Figure 1. Routed metal, one colour a layer.
Scale: 8 px per um. Two of the layers only.
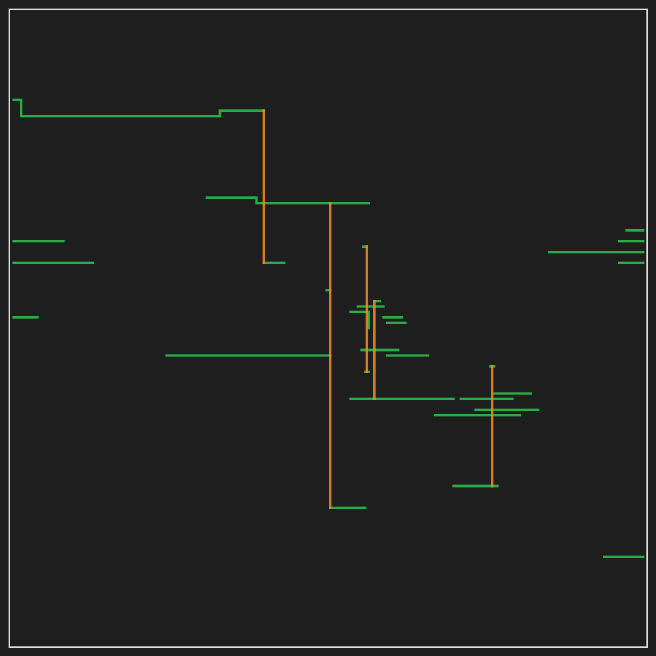
Figure 2. Wires at chosen ports, followed through buffers.
Scale: 4 px per um.
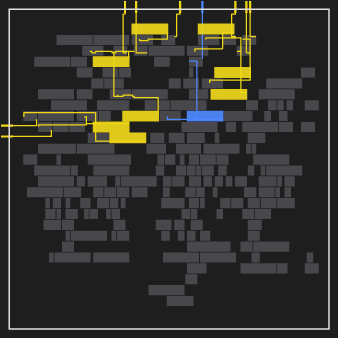
<file path="config.mk">
export PLATFORM = sky130hd
export DESIGN_NAME = uart_rx_cfg_flat
export DESIGN_NICKNAME = d
export VERILOG_FILES = /design/src/rtl/uart_rx_if.sv /design/src/rtl/uart_rx_cfg.sv /design/src/flat_wrapper.sv
export SDC_FILE = /design/constraint.sdc
export NUM_CORES = 1
export LEC_CHECK = 0
export CORE_MARGIN = 2
export CORE_UTILIZATION = 35
export DETAILED_ROUTE_END_ITERATION = 10
export HOLD_SLACK_MARGIN = 0.15
export PLACE_DENSITY = 0.6
export SLEW_MARGIN = 40
export SYNTH_ARGS = -nofsm -noshare
export SYNTH_HDL_FRONTEND = slang
export SYNTH_SLANG_ARGS = --single-unit
</file>
<file path="constraint.sdc">
create_clock -name clk -period 1.85 [get_ports clk]
set_input_delay 0.185 -clock clk [delete_from_list [all_inputs] [get_ports clk]]
set_output_delay 0.185 -clock clk [all_outputs]
set_load 0.01 [all_outputs]
</file>
<file path="src/rtl/uart_rx_if.sv">
// uart_rx_if -- receive-side handshake bundle between the UART receiver and its consumer.
//   rx_data    : received word, valid while rx_valid = 1
//   rx_valid   : word available
//   rx_ready   : consumer accepts the word when rx_valid & rx_ready
//   parity_err : parity mismatch for the held word
//   frame_err  : a stop-bit sample was 0 for the held word
//   overrun    : sticky, a frame was dropped while rx_valid was held
// master = receiver side, slave = consumer side.
interface uart_rx_if #(
  parameter int DATA_BITS = 8
) ();
  logic [DATA_BITS-1:0] rx_data;
  logic                 rx_valid;
  logic                 rx_ready;
  logic                 parity_err;
  logic                 frame_err;
  logic                 overrun;

  modport master (
    output rx_data, rx_valid, parity_err, frame_err, overrun,
    input  rx_ready
  );

  modport slave (
    input  rx_data, rx_valid, parity_err, frame_err, overrun,
    output rx_ready
  );
endinterface

</file>
<file path="src/rtl/uart_rx_cfg.sv">
// uart_rx_cfg -- configurable UART receive channel.
// Samples an asynchronous, idle-high serial line through a 2-FF synchroniser,
// rejects false starts, deframes DATA_BITS data bits (LSB first), an optional
// parity bit and STOP_BITS stop bits, and presents the word with parity/framing
// flags on a valid/ready handshake. A frame completing while the previous word
// is still held is dropped and flagged as overrun.
// Ports:
//   clk   : system clock
//   rst_n : asynchronous, active-low reset
//   rx    : asynchronous serial line, idle high
//   busy  : receiver FSM not in IDLE
//   bus   : uart_rx_if master (rx_data, rx_valid, rx_ready, parity_err,
//           frame_err, overrun)
module uart_rx_cfg #(
  parameter int CLKS_PER_BIT = 217,  // f_clk / baud, 4..65535
  parameter int DATA_BITS    = 8,    // 5..9
  parameter int PARITY       = 0,    // 0 none, 1 odd, 2 even
  parameter int STOP_BITS    = 1     // 1 or 2
) (
  input  logic     clk,
  input  logic     rst_n,
  input  logic     rx,
  output logic     busy,
  uart_rx_if.master bus
);

  localparam int CNT_W = $clog2(CLKS_PER_BIT);
  localparam int IDX_W = $clog2(DATA_BITS + 1);

  localparam logic [CNT_W-1:0] CNT_HALF = CNT_W'((CLKS_PER_BIT - 1) / 2);
  localparam logic [CNT_W-1:0] CNT_LAST = CNT_W'(CLKS_PER_BIT - 1);
  localparam logic [CNT_W-1:0] CNT_ONE  = CNT_W'(1);
  localparam logic [IDX_W-1:0] IDX_DATA_LAST = IDX_W'(DATA_BITS - 1);
  localparam logic [IDX_W-1:0] IDX_STOP_LAST = IDX_W'(STOP_BITS - 1);
  localparam logic [IDX_W-1:0] IDX_ONE       = IDX_W'(1);

  // Value the XOR of data and parity bit must take for a clean frame.
  localparam logic PARITY_ODD = (PARITY == 1);

  typedef enum logic [2:0] {
    S_IDLE,
    S_START,
    S_DATA,
    S_PARITY,
    S_STOP
  } state_t;

  // Synchroniser and line history
  logic sync1_q, sync1_d;
  logic sync2_q, sync2_d;
  logic rx_prev_q, rx_prev_d;
  logic rx_s;

  // Deframing state
  state_t               state_q, state_d;
  logic [CNT_W-1:0]     cnt_q, cnt_d;
  logic [IDX_W-1:0]     idx_q, idx_d;
  logic [DATA_BITS-1:0] shift_q, shift_d;
  logic                 perr_acc_q, perr_acc_d;
  logic                 ferr_acc_q, ferr_acc_d;

  // Output holding registers
  logic [DATA_BITS-1:0] data_q, data_d;
  logic                 valid_q, valid_d;
  logic                 perr_q, perr_d;
  logic                 ferr_q, ferr_d;
  logic                 ovr_q, ovr_d;

  logic cnt_tick;
  logic done;
  logic handshake;

  assign rx_s      = sync2_q;
  assign cnt_tick  = (cnt_q == CNT_LAST);
  assign handshake = valid_q & bus.rx_ready;

  // NOTE: every variable gets a default at the top of the block, so no path
  // leaves one unassigned and no latch is inferred.
  always_comb begin
    sync1_d    = rx;
    sync2_d    = sync1_q;
    rx_prev_d  = rx_s;
    state_d    = state_q;
    cnt_d      = cnt_q;
    idx_d      = idx_q;
    shift_d    = shift_q;
    perr_acc_d = perr_acc_q;
    ferr_acc_d = ferr_acc_q;
    done       = 1'b0;

    unique case (state_q)
      S_IDLE: begin
        cnt_d = '0;
        idx_d = '0;
        // rx_prev_q resets to 0, so a line held low through reset or left low
        // by a bad stop bit must first be seen high before a start is taken.
        if (rx_prev_q && !rx_s) begin
          state_d = S_START;
        end
      end

      S_START: begin
        if (cnt_q == CNT_HALF) begin
          cnt_d = '0;
          if (rx_s) begin
            state_d = S_IDLE;  // glitch shorter than half a bit
          end else begin
            state_d    = S_DATA;
            perr_acc_d = 1'b0;
            ferr_acc_d = 1'b0;
          end
        end else begin
          cnt_d = cnt_q + CNT_ONE;
        end
      end

      S_DATA: begin
        if (cnt_tick) begin
          cnt_d   = '0;
          // LSB arrives first: shift in at the top so it ends at bit 0.
          shift_d = {rx_s, shift_q[DATA_BITS-1:1]};
          if (idx_q == IDX_DATA_LAST) begin
            idx_d   = '0;
            state_d = (PARITY != 0) ? S_PARITY : S_STOP;
          end else begin
            idx_d = idx_q + IDX_ONE;
          end
        end else begin
          cnt_d = cnt_q + CNT_ONE;
        end
      end

      S_PARITY: begin
        if (cnt_tick) begin
          cnt_d      = '0;
          perr_acc_d = ((^shift_q) ^ rx_s) != PARITY_ODD;
          state_d    = S_STOP;
        end else begin
          cnt_d = cnt_q + CNT_ONE;
        end
      end

      S_STOP: begin
        if (cnt_tick) begin
          cnt_d = '0;
          if (!rx_s) begin
            ferr_acc_d = 1'b1;
          end
          if (idx_q == IDX_STOP_LAST) begin
            // Leave mid-bit so a back-to-back start edge is not missed.
            idx_d   = '0;
            state_d = S_IDLE;
            done    = 1'b1;
          end else begin
            idx_d = idx_q + IDX_ONE;
          end
        end else begin
          cnt_d = cnt_q + CNT_ONE;
        end
      end

      default: begin
        state_d = S_IDLE;
        cnt_d   = '0;
        idx_d   = '0;
      end
    endcase
  end

  // Output side: a handshake frees the holding register; a completing frame
  // either loads into a free (or just-freed) register or is dropped as overrun.
  always_comb begin
    data_d  = data_q;
    valid_d = valid_q;
    perr_d  = perr_q;
    ferr_d  = ferr_q;
    ovr_d   = ovr_q;

    if (handshake) begin
      valid_d = 1'b0;
      ovr_d   = 1'b0;
    end

    if (done) begin
      if (!valid_q || handshake) begin
        data_d  = shift_q;
        perr_d  = perr_acc_q;
        ferr_d  = ferr_acc_q | ~rx_s;  // include the stop sample taken now
        valid_d = 1'b1;
      end else begin
        ovr_d = 1'b1;
      end
    end
  end

  // NOTE: sequential state uses non-blocking assignments only, so every flop
  // samples its _d value from before the edge regardless of statement order.
  always_ff @(posedge clk or negedge rst_n) begin
    if (!rst_n) begin
      sync1_q    <= 1'b1;
      sync2_q    <= 1'b1;
      rx_prev_q  <= 1'b0;
      state_q    <= S_IDLE;
      cnt_q      <= '0;
      idx_q      <= '0;
      shift_q    <= '0;
      perr_acc_q <= 1'b0;
      ferr_acc_q <= 1'b0;
      data_q     <= '0;
      valid_q    <= 1'b0;
      perr_q     <= 1'b0;
      ferr_q     <= 1'b0;
      ovr_q      <= 1'b0;
    end else begin
      sync1_q    <= sync1_d;
      sync2_q    <= sync2_d;
      rx_prev_q  <= rx_prev_d;
      state_q    <= state_d;
      cnt_q      <= cnt_d;
      idx_q      <= idx_d;
      shift_q    <= shift_d;
      perr_acc_q <= perr_acc_d;
      ferr_acc_q <= ferr_acc_d;
      data_q     <= data_d;
      valid_q    <= valid_d;
      perr_q     <= perr_d;
      ferr_q     <= ferr_d;
      ovr_q      <= ovr_d;
    end
  end

  assign busy           = (state_q != S_IDLE);
  assign bus.rx_data    = data_q;
  assign bus.rx_valid   = valid_q;
  assign bus.parity_err = perr_q;
  assign bus.frame_err  = ferr_q;
  assign bus.overrun    = ovr_q;

endmodule

</file>
<file path="src/flat_wrapper.sv">
// flat-port wrapper written by rule: the top's interface ports become plain ports
module uart_rx_cfg_flat 
#(
  parameter int CLKS_PER_BIT = 217,                           
  parameter int DATA_BITS    = 8,           
  parameter int PARITY       = 0,                            
  parameter int STOP_BITS    = 1              
)
  (clk, rst_n, rx, busy, bus_rx_data, bus_rx_valid, bus_parity_err, bus_frame_err, bus_overrun, bus_rx_ready);
  uart_rx_if #(.DATA_BITS(DATA_BITS)) bus_i ();
  input  logic clk;
  input  logic rst_n;
  input  logic rx;
  output logic busy;
  output wire logic [$bits(bus_i.rx_data)-1:0] bus_rx_data;
  output wire logic [$bits(bus_i.rx_valid)-1:0] bus_rx_valid;
  output wire logic [$bits(bus_i.parity_err)-1:0] bus_parity_err;
  output wire logic [$bits(bus_i.frame_err)-1:0] bus_frame_err;
  output wire logic [$bits(bus_i.overrun)-1:0] bus_overrun;
  input wire logic [$bits(bus_i.rx_ready)-1:0] bus_rx_ready;
  assign bus_rx_data = bus_i.rx_data;
  assign bus_rx_valid = bus_i.rx_valid;
  assign bus_parity_err = bus_i.parity_err;
  assign bus_frame_err = bus_i.frame_err;
  assign bus_overrun = bus_i.overrun;
  assign bus_i.rx_ready = bus_rx_ready;
  uart_rx_cfg #(.CLKS_PER_BIT(CLKS_PER_BIT), .DATA_BITS(DATA_BITS), .PARITY(PARITY), .STOP_BITS(STOP_BITS)) u_core (.clk(clk), .rst_n(rst_n), .rx(rx), .busy(busy), .bus(bus_i));
endmodule
</file>
==> COMMIT_EDITMSG <==
Log flow metrics for this revision

* Result of the run: finished, final reports clean
- At the placement stage, the worst setup path has a slack of 0.0467 ns.
- Per the detail_route report, routed wire per instance is 15.1 um.
- Per the finish-stage timing summary, setup violations number 0.
* Number of I/O port buffers: 16
- Hold Path Class: in -> reg
* Overflow left after global routing: 0
- VDD sags by at most 0.528 mV.
- STA lists the endpoint of the worst register-to-register path as u_core.state_q[2].
- Antenna cells: 0
* Logic gate share of total power: 0.163
* All-Layer GR Usage: 0.137
* GR met3 Demand/Resource: 0.0396
* Minimum setup slack in the final design: 0.0707 ns
* # Cells Yosys: 164
- TritonCTS built the clock tree.
- In this run the full chip footprint comes out at 6330 um2.
* Sequential group power: 952 uW
- Unrepaired setup endpoints after global routing: no
- Area growth from synthesis to layout: 24.0%
- Of the synthesized area, sequential elements account for 0.502.
- The first global-routing pass estimated 6740 um of wire.
- Proportion of power drawn by the clock network: 0.397
- Total instance count after detailed placement: 256
- Number of nets at floorplan: between 150 and 200
- CP arrival: 1.59 ns
* Final tally of hold violations: 0
- Worst setup path endpoint: busy
* Sink of the worst hold path: u_core.sync1_q
* Hold buffers post-CTS: 1
- In the final report, the number of pins over their slew limit comes to 0.
* Number of violations of the max-capacitance limit: 0
- Prevailing logic family in the synthesized netlist: simple AND/OR/NAND/NOR gates
- After detailed routing, no signal wire sits above met4.
- Gates resized during post-CTS repair numbered 1.
* Grt met2 use: 0.209
* Clock-net power: 861 uW
* Clock skew after layout: 0.0111 ns
- Per the synth stats, the flop cell with the highest instance count is dfrtp_1.
- Critical path class: reg -> out
* Detailed placement HPWL: roughly 2800 um
- For this run, global-route usage on met1 was measured as 0.179.
- Late-Pin Clk Latency: 0.30 ns
* Startpoint of the worst register-to-register path: u_core.state_q[2]
* Critical Path Start: u_core.state_q[0]
- Post-Route WL: 4030 um
- Total combinational power: 354 uW
* Synth flops: 40
* Levels on crit path: 3
- In this run the vertical extent of the chip is 79.6 um.
* Switching share of total power: 0.258
- The via count of the first global-routing pass came to 1417.
* # H-tree levels: 2
* Rel. slew slack: 0.664
* Internal power component: 1610 uW
* Violation count after the first detailed-routing iteration: 88
* Metal2 WL: approximately 1900 um
- For the worst min-delay path, the startpoint reported by OpenROAD is rx.
- Per the detail_route log, met3 wirelength is 197 um.
- The synthesized design contains 0 enable-type register cells.
- Slowest library cell on the worst path: dfrtp_1
* Largest net degree at the start of global routing: 41
- The floorplan step records an initial core utilization of 0.363.
- Total core area: ~5500 um2
* Remaining antenna violation count after routing: 0
- Of the available clock period, the critical path in the final layout requires 0.962.
- Total power divided by cell area: 875 nW/um2
* Clock-pin slew reported for the worst setup and hold paths after clock tree synthesis: 0.08 ns
* Count of boundary I/O pins: 17
* Crit. End Element: output pin
- Clock root buffer: clkbuf_8
- Maximum buffer depth of the clock tree: 2
- The number of antenna violations at the first check in global routing was 0.
- Share of power burned in registers: 0.440
* Yosys synthesis chip area: 2000 um2
- Register-to-register setup slack: 0.09 ns
* Crit-path cells: buf_4, or3_1, dlygate4sd2_1
* Final cell count without fillers: between 200 and 300
- In the power breakdown, the biggest contributor is registers.
* Last weighted congestion value of the routability-driven placer: 0.828
* Kind of cell adding the most delay to the critical path: buffers and inverters
- Along the critical path, the tally of buffer and inverter instances is 2.
- Data on the critical path is required at its endpoint by 1.66 ns.
- Floorplan row count: 27
- Final TNS setup: 0 ns
* Tally of OpenROAD warnings: 28
- From left edge to right edge, the die measures 79.6 um.
- Worst Hold Path Cells: 1
* Reg2Reg Depth: 4
- Number of clock sinks: about 40
Notes on Figure 1 above:
orange -> metal 4  # wire length 100 um
green -> metal 3  # wire length 198 um

Notes on Figure 2 above:
yellow -> bus_rx_data  # bits 8, direction output, edge 6 top, 2 left, end cells 8, buffers 8, wire 256 um
blue -> bus_parity_err  # bits 1, direction output, edge top, end cells 1, buffers 1, wire 42.7 um

[synthesized netlist by cell type (2+ instances only)]
master,n,area share
dfrtp_1,38,0.48
mux2_1,9,0.051
mux2_4,9,0.068
nor2_1,9,0.017
xor2_1,7,0.031
inv_1,6,0.011
nand2_1,6,0.011
nand2b_1,6,0.019
xnor2_1,6,0.026
a21oi_1,4,0.010
ha_1,4,0.025
o21ai_0,4,0.010
nand3_1,3,0.0075
nand4b_1,3,0.013
nor2b_1,3,0.0094
a211o_1,2,0.0088
a22o_1,2,0.0088
and2_1,2,0.0063
and3_1,2,0.0063
buf_4,2,0.0075
dfstp_2,2,0.026
nand4_1,2,0.0063
nand4bb_1,2,0.011
nor3b_1,2,0.0075
o41ai_1,2,0.0088
[layout make-up]
type                       instances  area (um2)
multi-input combinational        113         990
timing repair buffer              27         239
inverter                           6        22.5
tap                               72        90.1
clock inverter                     2        60.1
sequential                        40        1000
fill                             492        3030
clock buffer                       6        72.6
[per-stage QoR]
step,hold WS [ns],power (uW),cell area [um2]
floorplan,-0.111,1150,2000
global placement,0.266,1280,2280
detailed placement,0.281,1300,2280
CTS,0.278,2160,2420
global route,0.302,2260,2480
finish,0.289,2170,2480
[cells in the final DEF (no fill, tap or decap), drive strengths merged, types with 2 or more instances in the layout]
cell           synthesis  final
a211o                  2      2
a21oi                  5      5
a22o                   2      2
a22oi                  2      2
and2                   2      2
and3                   2      2
buf                    4     11
bufinv                 0      2
clkbuf                 1      6
clkdlybuf4s50          0     14
dfrtp                 38     38
dfstp                  2      2
ha                     4      4
inv                    6      6
mux2                  18     18
nand2                  8      8
nand2b                 6      6
nand3                  3      3
nand4                  2      2
nand4b                 3      3
nand4bb                2      2
nor2                   9      9
nor2b                  3      3
nor3b                  3      3
o21ai                  5      5
o41ai                  2      2
xnor2                  6      6
xor2                   7      7
Power is estimated from default activity; no workload was simulated.
